### Gate-type map

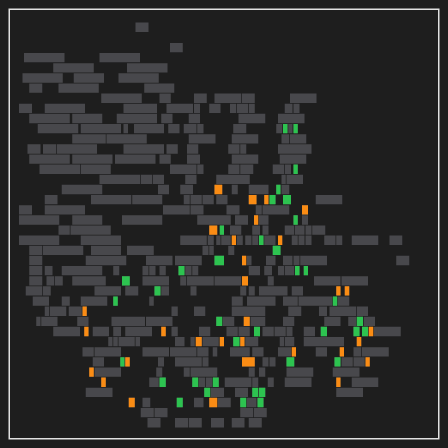
### Sequential cells grouped by signal name

The bar under the picture is 20 um long. Other sequential cells in the stronger gray, the rest of the logic in the fainter gray.
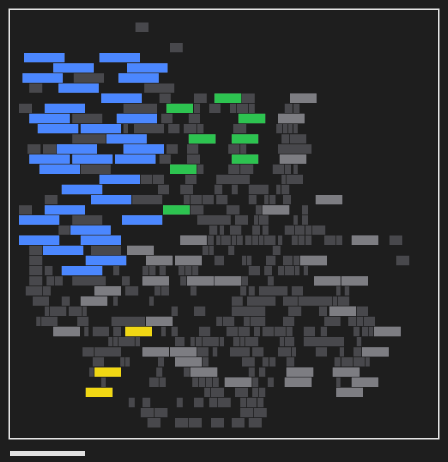
**src/rtl/uart_tx_buffered_if.sv**
```systemverilog
// Producer-side and line-side signals of the buffered UART transmitter.
// The producer owns data, valid and frame config; the transmitter owns the rest.
interface uart_tx_buffered_if #(
  parameter int DATA_WIDTH     = 8,
  parameter int FIFO_DEPTH     = 4,
  parameter int PRESCALE_WIDTH = 8
);
  localparam int CNT_W = $clog2(FIFO_DEPTH) + 1;

  logic [DATA_WIDTH-1:0]     TX_Parallel_Data;
  logic                      TX_Data_Valid;
  logic                      TX_Ready;
  logic                      TX_Parity_Enable;
  logic                      TX_Parity_Type;
  logic                      TX_Stop_Bits;
  logic [PRESCALE_WIDTH-1:0] TX_Prescale;
  logic                      TX_OUT;
  logic                      TX_Busy;
  logic [CNT_W-1:0]          TX_FIFO_Count;

  modport master (
    output TX_Parallel_Data, TX_Data_Valid, TX_Parity_Enable, TX_Parity_Type,
           TX_Stop_Bits, TX_Prescale,
    input  TX_Ready, TX_OUT, TX_Busy, TX_FIFO_Count
  );

  modport slave (
    input  TX_Parallel_Data, TX_Data_Valid, TX_Parity_Enable, TX_Parity_Type,
           TX_Stop_Bits, TX_Prescale,
    output TX_Ready, TX_OUT, TX_Busy, TX_FIFO_Count
  );
endinterface

```
**src/rtl/uart_tx_buffered.sv**
```systemverilog
// UART transmitter with an input FIFO, programmable bit period and optional
// parity / second stop bit; queued words are sent back-to-back, LSB first.
module uart_tx_buffered #(
  parameter int DATA_WIDTH     = 8,
  parameter int FIFO_DEPTH     = 4,
  parameter int PRESCALE_WIDTH = 8
) (
  input logic               TX_CLK,
  input logic               TX_RST,
  uart_tx_buffered_if.slave bus
);
  localparam int PTR_W = $clog2(FIFO_DEPTH);
  localparam int CNT_W = PTR_W + 1;
  localparam int BIT_W = $clog2(DATA_WIDTH);

  typedef enum logic [2:0] {IDLE, START, DATA, PARITY, STOP1, STOP2} state_t;

  logic [DATA_WIDTH-1:0]     mem [FIFO_DEPTH];
  logic [PTR_W-1:0]          wr_ptr, rd_ptr;
  logic [CNT_W-1:0]          count;
  logic                      push, pop;
  logic [DATA_WIDTH-1:0]     head;

  state_t                    state, state_next;
  logic [PRESCALE_WIDTH-1:0] presc_cnt, presc_next, period;
  logic [BIT_W-1:0]          bit_cnt, bit_next;
  logic [DATA_WIDTH-1:0]     shreg, shreg_next;
  logic                      parity_bit, par_en, two_stop;
  logic                      tx_out, tx_next, busy, busy_next;
  logic                      period_end;

  assign head                = mem[rd_ptr];
  assign bus.TX_Ready        = (count != CNT_W'(FIFO_DEPTH));
  assign push                = bus.TX_Data_Valid && bus.TX_Ready;
  assign period_end          = (presc_cnt == period - PRESCALE_WIDTH'(1));
  assign bus.TX_OUT          = tx_out;
  assign bus.TX_Busy         = busy;
  assign bus.TX_FIFO_Count   = count;

  // NOTE: storage has no reset; emptiness is tracked by the pointers and count,
  // so clearing the array would only cost a reset net on every bit.
  always_ff @(posedge TX_CLK) begin
    if (push) mem[wr_ptr] <= bus.TX_Parallel_Data;
  end

  // NOTE: every write in a clocked block is non-blocking so all registers
  // update from the same pre-edge values.
  always_ff @(posedge TX_CLK) begin
    if (!TX_RST) begin
      wr_ptr    <= '0;
      rd_ptr    <= '0;
      count     <= '0;
      state     <= IDLE;
      presc_cnt <= '0;
      bit_cnt   <= '0;
      shreg     <= '0;
      tx_out    <= 1'b1;
      busy      <= 1'b0;
      parity_bit <= 1'b0;
      par_en    <= 1'b0;
      two_stop  <= 1'b0;
      period    <= PRESCALE_WIDTH'(1);
    end else begin
      if (push) wr_ptr <= wr_ptr + PTR_W'(1);
      if (pop)  rd_ptr <= rd_ptr + PTR_W'(1);
      count     <= count + CNT_W'(push) - CNT_W'(pop);
      state     <= state_next;
      presc_cnt <= presc_next;
      bit_cnt   <= bit_next;
      shreg     <= shreg_next;
      tx_out    <= tx_next;
      busy      <= busy_next;
      // Frame configuration is frozen for the whole frame at the moment of pop.
      if (pop) begin
        parity_bit <= (^head) ^ bus.TX_Parity_Type;
        par_en     <= bus.TX_Parity_Enable;
        two_stop   <= bus.TX_Stop_Bits;
        period     <= (bus.TX_Prescale == '0) ? PRESCALE_WIDTH'(1) : bus.TX_Prescale;
      end
    end
  end

  // NOTE: every output of this block gets a default first, which keeps the
  // case arms short and rules out latches.
  always_comb begin
    state_next = state;
    bit_next   = bit_cnt;
    shreg_next = shreg;
    tx_next    = tx_out;
    busy_next  = busy;
    pop        = 1'b0;
    presc_next = '0;
    if (state != IDLE && !period_end) presc_next = presc_cnt + PRESCALE_WIDTH'(1);

    case (state)
      IDLE: begin
        if (count != '0) begin
          pop        = 1'b1;
          shreg_next = head;
          state_next = START;
          tx_next    = 1'b0;
          busy_next  = 1'b1;
        end
      end
      START: begin
        if (period_end) begin
          state_next = DATA;
          bit_next   = '0;
          tx_next    = shreg[0];
          shreg_next = shreg >> 1;
        end
      end
      DATA: begin
        if (period_end) begin
          if (bit_cnt == BIT_W'(DATA_WIDTH - 1)) begin
            state_next = par_en ? PARITY : STOP1;
            tx_next    = par_en ? parity_bit : 1'b1;
          end else begin
            bit_next   = bit_cnt + BIT_W'(1);
            tx_next    = shreg[0];
            shreg_next = shreg >> 1;
          end
        end
      end
      PARITY: begin
        if (period_end) begin
          state_next = STOP1;
          tx_next    = 1'b1;
        end
      end
      STOP1, STOP2: begin
        if (period_end) begin
          if (state == STOP1 && two_stop) begin
            state_next = STOP2;
          end else if (count != '0) begin
            // Chain straight into the next start bit with no idle cycle.
            pop        = 1'b1;
            shreg_next = head;
            state_next = START;
            tx_next    = 1'b0;
          end else begin
            state_next = IDLE;
            busy_next  = 1'b0;
          end
        end
      end
      default: state_next = IDLE;
    endcase
  end
endmodule

```
**src/flat_wrapper.sv**
```systemverilog
// flat-port wrapper written by rule: the top's interface ports become plain ports
module uart_tx_buffered_flat 
#(
  parameter int DATA_WIDTH     = 8,
  parameter int FIFO_DEPTH     = 4,
  parameter int PRESCALE_WIDTH = 8
)
  (TX_CLK, TX_RST, bus_TX_Parallel_Data, bus_TX_Data_Valid, bus_TX_Parity_Enable, bus_TX_Parity_Type, bus_TX_Stop_Bits, bus_TX_Prescale, bus_TX_Ready, bus_TX_OUT, bus_TX_Busy, bus_TX_FIFO_Count);
  uart_tx_buffered_if #(.DATA_WIDTH(DATA_WIDTH), .FIFO_DEPTH(FIFO_DEPTH), .PRESCALE_WIDTH(PRESCALE_WIDTH)) bus_i ();
  input logic TX_CLK;
  input logic TX_RST;
  input wire logic [$bits(bus_i.TX_Parallel_Data)-1:0] bus_TX_Parallel_Data;
  input wire logic [$bits(bus_i.TX_Data_Valid)-1:0] bus_TX_Data_Valid;
  input wire logic [$bits(bus_i.TX_Parity_Enable)-1:0] bus_TX_Parity_Enable;
  input wire logic [$bits(bus_i.TX_Parity_Type)-1:0] bus_TX_Parity_Type;
  input wire logic [$bits(bus_i.TX_Stop_Bits)-1:0] bus_TX_Stop_Bits;
  input wire logic [$bits(bus_i.TX_Prescale)-1:0] bus_TX_Prescale;
  output wire logic [$bits(bus_i.TX_Ready)-1:0] bus_TX_Ready;
  output wire logic [$bits(bus_i.TX_OUT)-1:0] bus_TX_OUT;
  output wire logic [$bits(bus_i.TX_Busy)-1:0] bus_TX_Busy;
  output wire logic [$bits(bus_i.TX_FIFO_Count)-1:0] bus_TX_FIFO_Count;
  assign bus_i.TX_Parallel_Data = bus_TX_Parallel_Data;
  assign bus_i.TX_Data_Valid = bus_TX_Data_Valid;
  assign bus_i.TX_Parity_Enable = bus_TX_Parity_Enable;
  assign bus_i.TX_Parity_Type = bus_TX_Parity_Type;
  assign bus_i.TX_Stop_Bits = bus_TX_Stop_Bits;
  assign bus_i.TX_Prescale = bus_TX_Prescale;
  assign bus_TX_Ready = bus_i.TX_Ready;
  assign bus_TX_OUT = bus_i.TX_OUT;
  assign bus_TX_Busy = bus_i.TX_Busy;
  assign bus_TX_FIFO_Count = bus_i.TX_FIFO_Count;
  uart_tx_buffered #(.DATA_WIDTH(DATA_WIDTH), .FIFO_DEPTH(FIFO_DEPTH), .PRESCALE_WIDTH(PRESCALE_WIDTH)) u_core (.TX_CLK(TX_CLK), .TX_RST(TX_RST), .bus(bus_i));
endmodule
```
**config.mk**
```make
export PLATFORM = sky130hd
export DESIGN_NAME = uart_tx_buffered_flat
export DESIGN_NICKNAME = d
export VERILOG_FILES = /design/src/rtl/uart_tx_buffered_if.sv /design/src/rtl/uart_tx_buffered.sv /design/src/flat_wrapper.sv
export SDC_FILE = /design/constraint.sdc
export NUM_CORES = 1
export LEC_CHECK = 0
export CAP_MARGIN = 5
export CORE_MARGIN = 2
export CORE_UTILIZATION = 30
export CTS_CLUSTER_SIZE = 25
export DETAILED_ROUTE_END_ITERATION = 10
export PLACE_DENSITY = 0.52
export SLEW_MARGIN = 40
export SYNTH_ARGS = -nofsm -noshare
export SYNTH_HDL_FRONTEND = slang
export SYNTH_SLANG_ARGS = --single-unit
```
**constraint.sdc**
```tcl
create_clock -name TX_CLK -period 7.1 [get_ports TX_CLK]
set_input_delay 1.775 -clock TX_CLK [delete_from_list [all_inputs] [get_ports TX_CLK]]
set_output_delay 1.775 -clock TX_CLK [all_outputs]
set_load 0.005 [all_outputs]
```
==> summary.txt <==
Main metrics from the flow reports.

The flow ran to the end, and the final reports show no timing, DRC or antenna violations. The fraction of the core area occupied by cells at floorplan is 30.66%. The multi-input combinational cells in the finished layout cover a total of 1708 sq um. The stage delay of the slowest cell on the critical path came out at 0.47 ns. The post-synthesis register bit count came out at 76. 28 I/O pins were placed. After synthesis, the share of cell area in mux cells is 8.189%.

The flow measured a signed area growth from synthesis to layout of 18.48%. The share of synthesized area occupied by flip-flops and latches is 50.02%. The clock tree buffer depth came out at 2. The clock network power reported by the tool is 458 uW. The post-synth net total is 374. The launch point of the worst min-delay path is recorded as u_core.bit_cnt[2]$_SDFFE_PN0P_. The core outline area is 12010 sq um. The met1 track demand over resource in global routing came out at 17.44%. Ranked by total area, the top cell class in this layout is sequential cells. The post-synthesis share of cell area spent on and-or and or-and gates is 15.36%. The main area contributors are sky130_fd_sc_hd__edfxtp_1, sky130_fd_sc_hd__dfxtp_1, sky130_fd_sc_hd__mux4_2, sky130_fd_sc_hd__a21oi_1, sky130_fd_sc_hd__ha_1. The flop count is 76. In the synthesis report, Yosys lists the chip area as 3682 sq um. The layout filler cell count is 1204. The detailed-route wire length per cell is 14.62 um. The highest fanout seen on the critical path is 13. The wire length on met2 is 3.366 mm. The worst setup path is of the flip-flop to flip-flop kind. The net switching component of the power came out at 767.8 uW.

The clock tree from TritonCTS is done. Sequential cells make up 42.21% of the cell area. STA lists the startpoint of the worst register-to-register path as u_core.period[0]$_SDFFE_PN1P_. Per the OpenROAD floorplan log, the width of the die is 114.8 um. Global routing consumed, on the met2 layer, 17.99% of the routing resources. Traced cell by cell, the critical path runs through inv_1 > ha_1 > o21ba_1 > a221oi_2 > a41oi_1 > or3_4 > o31a_1 > nor2_1 > ha_1 > inv_1 > ha_1 > inv_1 > fa_1 > xor2_1 > xnor2_1 > nor2_1.

The worst hold path belongs to the class flip-flop to flip-flop. The cell area that synthesis handed to floorplanning was 3682 sq um. The actual transition at the worst max-transition pin came out at 0.6317 ns. Synthesis instantiated 55 different standard cells from the library. The largest share of the power goes to combinational cells.

The number of warnings in the stage logs came out at 29. The count of flip-flops with a built-in enable after synthesis came out at 32. The sequential power came out at 655 uW.

The sink count of the clock tree came out at 76. The final weighted congestion in routability-driven placement came out at 0.7922. The flip-flop count of the largest register after layout is 32. Including well taps, the total number of placed cells is 495. The die outline height is 114.8 um.

The non-clock buffer instance count of the final layout came out at 28. The count of H-tree levels built during CTS is 3. The standard cell with the maximum stage delay on the critical path is sky130_fd_sc_hd__or3_4. Looking at the worst setup and hold paths, the clock pins of their registers show a slew of 0.06 ns.
## Picture notes: 'Gate-type map'
NAND gates -> green  # cells 37
NOR gates -> orange  # cells 31
most frequent logic cell in the layout: sky130_fd_sc_hd__dfxtp_1
Final Non-Filler Cells: 511
multi-input combinational area share: 39.15%

## Picture notes: 'Sequential cells grouped by signal name'
u_core.bus.TX_FIFO_Count -> yellow  # sequential cells 3
u_core.mem -> blue  # sequential cells 32
u_core.shreg -> green  # sequential cells 8
not colored = 33
flip-flop and latch area: 1842 sq um
Final Core Density: 36.32%

Power is estimated from default activity; no workload was simulated.
